$ cat config.mk
export PLATFORM = sky130hd
export DESIGN_NAME = axi_rr_mux4
export DESIGN_NICKNAME = d
export VERILOG_FILES = /design/src/rtl/axi_rr_mux4.sv
export SDC_FILE = /design/constraint.sdc
export NUM_CORES = 1
export LEC_CHECK = 0
export CORE_AREA = 2 2 130 132
export CTS_BUF_LIST = sky130_fd_sc_hd__clkbuf_8
export CTS_CLUSTER_SIZE = 25
export DETAILED_ROUTE_END_ITERATION = 7
export DIE_AREA = 0 0 132 134
export PLACE_DENSITY = 0.88
export SLEW_MARGIN = 20
export SYNTH_ARGS = -nofsm -noshare
export SYNTH_HDL_FRONTEND = slang
export SYNTH_SLANG_ARGS = --single-unit
$ cat constraint.sdc
create_clock -name clk -period 5.9 [get_ports clk]
set_input_delay 1.18 -clock clk [delete_from_list [all_inputs] [get_ports clk]]
set_output_delay 1.18 -clock clk [all_outputs]
set_load 0.05 [all_outputs]
$ cat src/rtl/axi_rr_mux4.sv
// 4:1 AXI4-Stream packet mux with round-robin arbitration between whole packets.
// Output is registered through a 2-entry skid buffer (main + spare).
//
// state | meaning
// IDLE  | no grant held; pick next requester circularly after last_grant
// BUSY  | forwarding beats of one packet from input `grant` until its TLAST
module axi_rr_mux4 #(
    parameter int         C_AXIS_DATA_WIDTH = 64,
    parameter logic [3:0] C_ACTIVE_MASK     = 4'b0011
) (
    input  logic                         clk,
    input  logic                         rst,
    input  logic [C_AXIS_DATA_WIDTH-1:0] S_AXIS_TDATA0,
    input  logic                         S_AXIS_TVALID0,
    input  logic                         S_AXIS_TLAST0,
    output logic                         S_AXIS_TREADY0,
    input  logic [C_AXIS_DATA_WIDTH-1:0] S_AXIS_TDATA1,
    input  logic                         S_AXIS_TVALID1,
    input  logic                         S_AXIS_TLAST1,
    output logic                         S_AXIS_TREADY1,
    input  logic [C_AXIS_DATA_WIDTH-1:0] S_AXIS_TDATA2,
    input  logic                         S_AXIS_TVALID2,
    input  logic                         S_AXIS_TLAST2,
    output logic                         S_AXIS_TREADY2,
    input  logic [C_AXIS_DATA_WIDTH-1:0] S_AXIS_TDATA3,
    input  logic                         S_AXIS_TVALID3,
    input  logic                         S_AXIS_TLAST3,
    output logic                         S_AXIS_TREADY3,
    output logic [C_AXIS_DATA_WIDTH-1:0] M_AXIS_TDATA,
    output logic                         M_AXIS_TVALID,
    output logic                         M_AXIS_TLAST,
    input  logic                         M_AXIS_TREADY,
    output logic [1:0]                   M_AXIS_TSRC
);

    localparam int W = C_AXIS_DATA_WIDTH;

    typedef enum logic {IDLE, BUSY} state_t;

    state_t       state, state_nxt;
    logic [1:0]   grant, grant_nxt;
    logic [1:0]   last_grant, last_grant_nxt;

    logic [3:0]   s_valid;
    logic [3:0]   s_ready;
    logic [3:0]   req;
    logic [1:0]   pick;
    logic [1:0]   idx;
    logic         found;

    logic [W-1:0] sel_data;
    logic         sel_last;
    logic         in_acc;
    logic         skid_ready;

    logic [W-1:0] m_data, sp_data;
    logic         m_valid, m_last, sp_valid, sp_last;
    logic [1:0]   m_src, sp_src;

    assign s_valid = {S_AXIS_TVALID3, S_AXIS_TVALID2, S_AXIS_TVALID1, S_AXIS_TVALID0};
    assign req     = s_valid & C_ACTIVE_MASK;

    // First requester strictly after last_grant, wrapping around.
    always_comb begin
        pick  = last_grant;
        found = 1'b0;
        idx   = 2'd0;
        for (int k = 1; k <= 4; k++) begin
            idx = last_grant + 2'(k);
            if (!found && req[idx]) begin
                pick  = idx;
                found = 1'b1;
            end
        end
    end

    always_comb begin
        sel_data = S_AXIS_TDATA0;
        sel_last = S_AXIS_TLAST0;
        case (grant)
            2'd0: begin sel_data = S_AXIS_TDATA0; sel_last = S_AXIS_TLAST0; end
            2'd1: begin sel_data = S_AXIS_TDATA1; sel_last = S_AXIS_TLAST1; end
            2'd2: begin sel_data = S_AXIS_TDATA2; sel_last = S_AXIS_TLAST2; end
            default: begin sel_data = S_AXIS_TDATA3; sel_last = S_AXIS_TLAST3; end
        endcase
    end

    always_ff @(posedge clk) begin
        if (rst) begin
            state      <= IDLE;
            grant      <= 2'd0;
            last_grant <= 2'd3;
        end else begin
            state      <= state_nxt;
            grant      <= grant_nxt;
            last_grant <= last_grant_nxt;
        end
    end

    always_comb begin
        state_nxt      = state;
        grant_nxt      = grant;
        last_grant_nxt = last_grant;
        s_ready        = 4'b0000;
        in_acc         = 1'b0;
        case (state)
            IDLE: begin
                if (found) begin
                    grant_nxt = pick;
                    state_nxt = BUSY;
                end
            end
            BUSY: begin
                s_ready[grant] = skid_ready;
                in_acc         = s_valid[grant] & skid_ready;
                if (in_acc && sel_last) begin
                    last_grant_nxt = grant;
                    state_nxt      = IDLE;
                end
            end
            default: state_nxt = IDLE;
        endcase
    end

    assign S_AXIS_TREADY0 = s_ready[0] & C_ACTIVE_MASK[0];
    assign S_AXIS_TREADY1 = s_ready[1] & C_ACTIVE_MASK[1];
    assign S_AXIS_TREADY2 = s_ready[2] & C_ACTIVE_MASK[2];
    assign S_AXIS_TREADY3 = s_ready[3] & C_ACTIVE_MASK[3];

    // Spare only fills while main is stalled, so spare-empty alone gates intake.
    assign skid_ready = ~sp_valid;

    always_ff @(posedge clk) begin
        if (rst) begin
            m_valid  <= 1'b0;
            m_last   <= 1'b0;
            m_src    <= 2'd0;
            m_data   <= '0;
            sp_valid <= 1'b0;
            sp_last  <= 1'b0;
            sp_src   <= 2'd0;
            sp_data  <= '0;
        end else if (!m_valid || M_AXIS_TREADY) begin
            if (sp_valid) begin
                m_valid  <= 1'b1;
                m_data   <= sp_data;
                m_last   <= sp_last;
                m_src    <= sp_src;
                sp_valid <= 1'b0;
            end else begin
                m_valid <= in_acc;
                if (in_acc) begin
                    m_data <= sel_data;
                    m_last <= sel_last;
                    m_src  <= grant;
                end
            end
        end else if (in_acc) begin
            sp_valid <= 1'b1;
            sp_data  <= sel_data;
            sp_last  <= sel_last;
            sp_src   <= grant;
        end
    end

    assign M_AXIS_TDATA  = m_data;
    assign M_AXIS_TVALID = m_valid;
    assign M_AXIS_TLAST  = m_last;
    assign M_AXIS_TSRC   = m_src;

endmodule

==> results.toml, run 1 <==
# implementation run metrics
[worst_setup_path]
cp_data_arrival_time_ns = 2.43
critical_path.max_fanout = 72
slowest_stage = "dfxtp_4"
cp_slowest_stage_delay_ns = 0.99
crit_buf_inv = 1
r2r_slack_ns = 2.71
worstPathCellList = "and3b_1, clkdlybuf4s50_1"
rr_worst_depth = 5

[power]
totalPowerFinal_uw = 2453
switching_share_pct = 29.91
seq_power_share_pct = 42.3
power-per-cell-area_mw_per_mm2 = 219.5

[timing]
hold_viol = 0
rsz0062_at_grt = "no"
setup_viol = 0
fin_tns_setup_ns = 0
relSlewSlack_pct = 32.14
period_needed_ns = 3.611
finalWorstSetupSlack_ns = 2.289

[yosys]
ys_top_cells_by_area = "dfxtp_1 (38%), mux4_2 (20%), mux2i_1 (8.9%)"
synth_cells = 718
ys_ff = 141
postSynthSeqShare_pct = 37.63
postSynthAreaPerCell_um2 = 10.45
yosysTopAreaCell = "dfxtp_1"

[finish]
buffers = 343
logic_area_mm2 = 0.004284
seq_area_mm2 = 0.002834
final_util_pct = 68.62
bufAreaShareNonClock_pct = 30.54

[drt]
drc = 0
totalWireLength_um = 22990
vias_per_cell = 5.554
drt_iter0_markers = 418

[clocking]
cts_tree = "yes"
post_cts_buffers = 0
hold_buffers = 0
cts_root_buffer = "clkbuf_8"

[floorplan]
die_y_um = 134
initCoreUtil_pct = 46.06
core_mm2 = 0.01629
chipArea_mm2 = 0.01769

[worst_hold_path]
min_path_type = "flop to flop"
whs_path_depth = 2
whs_endpoint = "sp_data[53]$_SDFFE_PP0P_"
hold_start = "sp_data[53]$_SDFFE_PP0P_"

[global_route]
grt_overflow = 0

[placement]
gp_congestion = 0.7515
port_buffers = 336

[run_status]
outcome = "completed"
run 1: flip-flops by register name (all words and copies together), names as in the netlist:
name and flops:
sp_src 2, state 1, M_AXIS_TVALID 1, last_grant 2, M_AXIS_TDATA 64, M_AXIS_TSRC 2, sp_data 64, M_AXIS_TLAST 1
sp_valid 1, sp_last 1, grant 2
run 1: synth_stat cells:
cell type	instances
clkbuf_1	39
nand2b_1	1
nor3b_1	1
mux4_2	66
conb_1	1
nand3_1	2
a211oi_1	38
buf_1	5
nor3_1	3
mux2i_1	67
buf_6	10
a21oi_1	108
inv_1	2
and3b_1	1
and3_1	1
dfxtp_1	141
a21oi_2	31
nand2_1	135
buf_4	7
buf_2	18
nor2_1	6
nor2b_1	2
a21o_1	1
a311oi_1	1
a211oi_2	30
nor4_1	1
run 1: power by group through the flow:
| stage | sequential (µW) | combinational [µW] | clock (µW) |
|---|---|---|---|
| floorplan | 1190 | 267 | 0 |
| global placement | 1060 | 695 | 0 |
| detailed placement | 1060 | 707 | 0 |
| CTS | 1040 | 709 | 727 |
| global route | 1040 | 746 | 768 |
| finish | 1040 | 706 | 710 |
run 1: through the flow:
step,std cells,cell area (µm²)
3_3_place_gp,1203,10810
2_1_floorplan,719,7506
5_1_grt,1234,11180
6_report,1234,11180
3_5_place_dp,1203,10810
4_1_cts,1234,11180
run 1: cell families after synthesis:
family	synth area share, %
other	0.04999
DFF	37.63
muxes	28.75
and+or+nand+nor	8.022
buffers and inverters	5.704
AOI/OAI and AO/OA	19.85
run 1: metal layers:
layer  global-route usage (%)  part of all wire (%)  up-vias
met5                        0                     0        -
met4                    10.08                   2.8        0
met3                    7.407                   7.3       47
met2                    46.90                    52      299
met1                    28.61                    38     3289
li1                         -                     -     3219
Figure 1. Clock wires, drivers and flops (run 1).
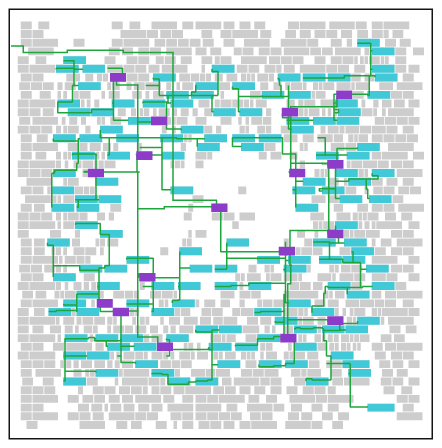
clock wires: in green, length 1650 µm. flip-flops: in cyan, count 141. clock-net drivers: in purple, count 17.
Position of the flops: all over the die.

Figure 2. I/O pins on the die edge (run 1).
Pins as bars across the die edge, other pins in grey.
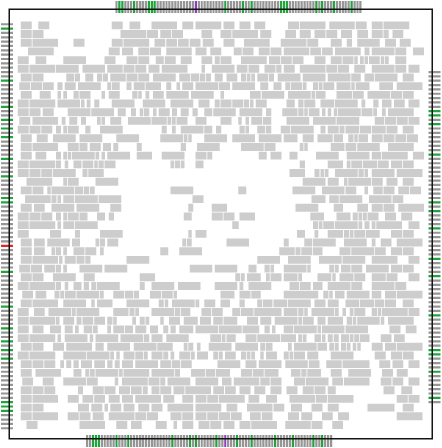
`S_AXIS_TDATA3`: in green, pins 64, direction input, edge 19 left, 16 top, 15 bottom, 14 right. `M_AXIS_TSRC`: in purple, pins 2, direction output, edge 1 bottom, 1 top. `S_AXIS_TLAST3`: in red, pins 1, direction input, edge left.
All pins by edge: 94 left, 84 bottom, 84 top, 77 right.

Figure 3. I/O nets highlighted (run 1).
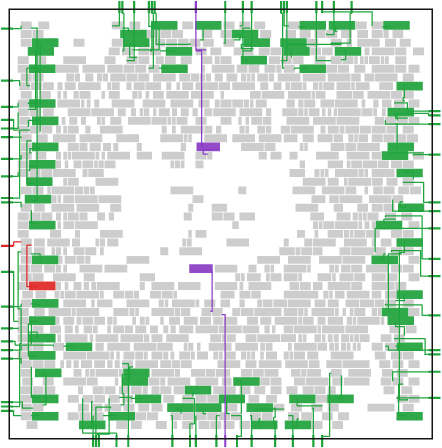
`M_AXIS_TSRC`: in purple, bits 2, direction output, edge 1 bottom, 1 top, end cells 2, wire 109 µm. `S_AXIS_TLAST3`: in red, bits 1, direction input, edge left, end cells 1, wire 21.7 µm. `S_AXIS_TDATA3`: in green, bits 64, direction input, edge 19 left, 16 top, 15 bottom, 14 right, end cells 64, wire 1400 µm.

Figure 4. Placement view (run 1).
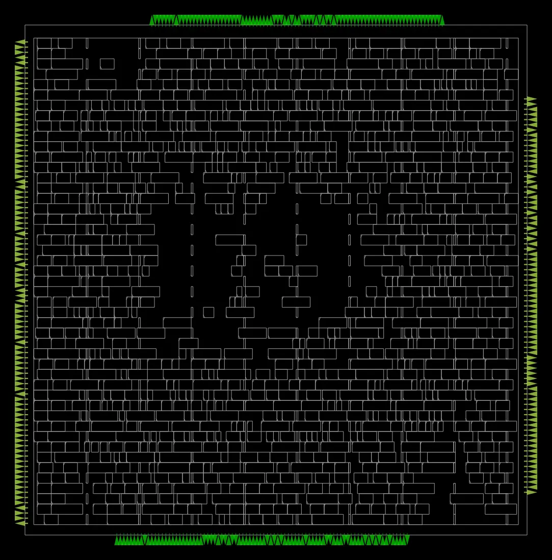
Well Taps: 220
Seq area share: 25.36%

Figure 5. Routed metal, one colour a layer (run 1).
Scale bar: 50 µm.
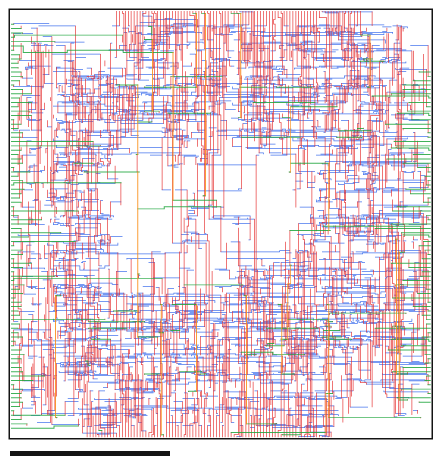

==> run 2: changes to the inputs <==
Settings changed: CORE_AREA 2 2 130 132 to 2 2 142 144, DIE_AREA 0 0 132 134 to 0 0 144 146, PLACE_DENSITY 0.88 to 0.78.
Clock period 5.9 ns to 3.15 ns, I/O delays scaled along.
Figure 6. Routed metal, one colour a layer (run 2).
Scale bar: 50 µm.
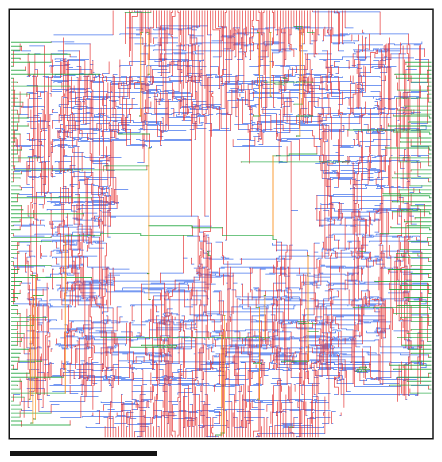
M3: in green, wire length 1710 µm. M1: in blue, wire length 8660 µm. M2: in red, wire length 12000 µm. M4: in orange, wire length 566 µm.

Figure 7. Placement view (run 2).
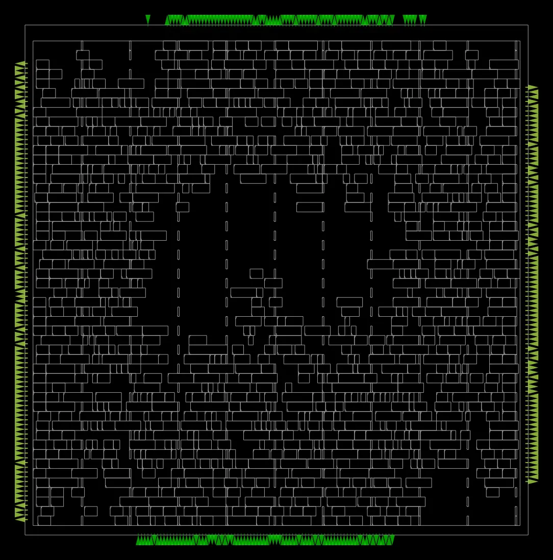
layout filler cell count: 1655
std cell rows: 51
Seq area share: 24.81%

==> run 2 against run 1 <==
Against the previous run: register-to-register slack worse by 1.7 ns; non-clock buffer count is 11 higher; utilization is 9.5 points lower; sequential share of layout area is 0.54 points lower; flip-flop count stayed put; setup slack worse by 1.9 ns; cell count is 4.6% higher; die size is 19% higher; sequential power is 86% higher; global-route usage is 4.2 points lower; area after synthesis stayed put; clock power is 120% higher; critical endpoint is now S_AXIS_TREADY0; largest cell class unchanged; highest routed layer unchanged.
==> results.toml, run 2 <==
# implementation run metrics
[run_status]
outcome = "completed"

[global_route]
grt_busiest_layer = "met2"

[yosys]
ys_ff = 141
synth_cells = 718
postSynthAreaPerCell_um2 = 10.45
ys_top_cells_by_count = "dfxtp_1 (141), nand2_1 (135), a21oi_1 (108)"
ff_type = "dfxtp_1"
synth-edff-count = 0
ys_top_cells_by_area = "dfxtp_1 (38%), mux4_2 (20%), mux2i_1 (8.9%)"

[timing]
fin_tns_setup_ns = 0
relSlewSlack_pct = 36.58
hold_viol = 0

[finish]
finalNonFillerCells = 1291

[placement]
place_inst = 1259

[drt]
drt_iter0_markers = 311
dr_wl_met2_um = 11990
totalWireLength_um = 22930

[floorplan]
initCoreUtil_pct = 38.80
die_y_um = 146

[worst_hold_path]
min_path_type = "flop to flop"
-- run 2: cell counts after synthesis --
No cell type changed its count.
-- run 2: worst max-delay path, cell delays in order (launching register included) --
cell             delay (ns)
dfxtp_1                0.45
inv_1                  0.14
nor4_1                 0.21
clkdlybuf4s50_1        0.87
-- run 2: final timing paths --
kind | from | endpoint | slack (ns) | cells past startpoint
setup / recovery | state$_SDFF_PP0_ | S_AXIS_TREADY0 | 0.41 | 3
hold reg to reg | sp_data[5]$_SDFFE_PP0P_ | sp_data[5]$_SDFFE_PP0P_ | 0.46 | 2
setup reg to reg | grant[1]$_SDFFE_PP0P_ | M_AXIS_TDATA[15]$_SDFFE_PP0P_ | 0.98 | 4
hold / removal | sp_data[5]$_SDFFE_PP0P_ | sp_data[5]$_SDFFE_PP0P_ | 0.46 | 2
-- run 2: cell type report --
type | instances | area, µm²
Clock buffer | 19 | 261.5
Clock inverter | 13 | 172.7
Fill cell | 1655 | 7913
Inverter | 2 | 7.507
Multi-Input combinational cell | 497 | 4284
Sequential cell | 141 | 2834
Tap cell | 265 | 331.6
Timing Repair Buffer | 354 | 3531
-- run 2: through the flow --
stage | instance area [µm²] | utilization (%) | setup WS (ns)
global route | 11420 | 59.08 | 0.3095
detailed placement | 10990 | 56.83 | 0.2819
global placement | 10990 | 56.83 | 0.3769
floorplan | 7506 | - | 0.01889
finish | 11420 | 59.08 | 0.4124
CTS | 11420 | 59.08 | 0.3754
-- run 2: kinds of logic after synthesis --
logic type	after synthesis	synth area share (%)
AND-OR/OR-AND	209	19.85
buffers and inverters	81	5.704
flip-flops	141	37.63
multiplexers	133	28.75
other	1	0.04999
AND/OR/NAND/NOR	153	8.022
-- run 2: power breakdown --
group          total (µW)  switching, µW  internal, µW
clock                1580            683           897
combinational        1350            672           674
sequential           1930           57.7          1870
total                4850           1410          3440
No activity file was given, so power comes from the tool's default toggle rates.
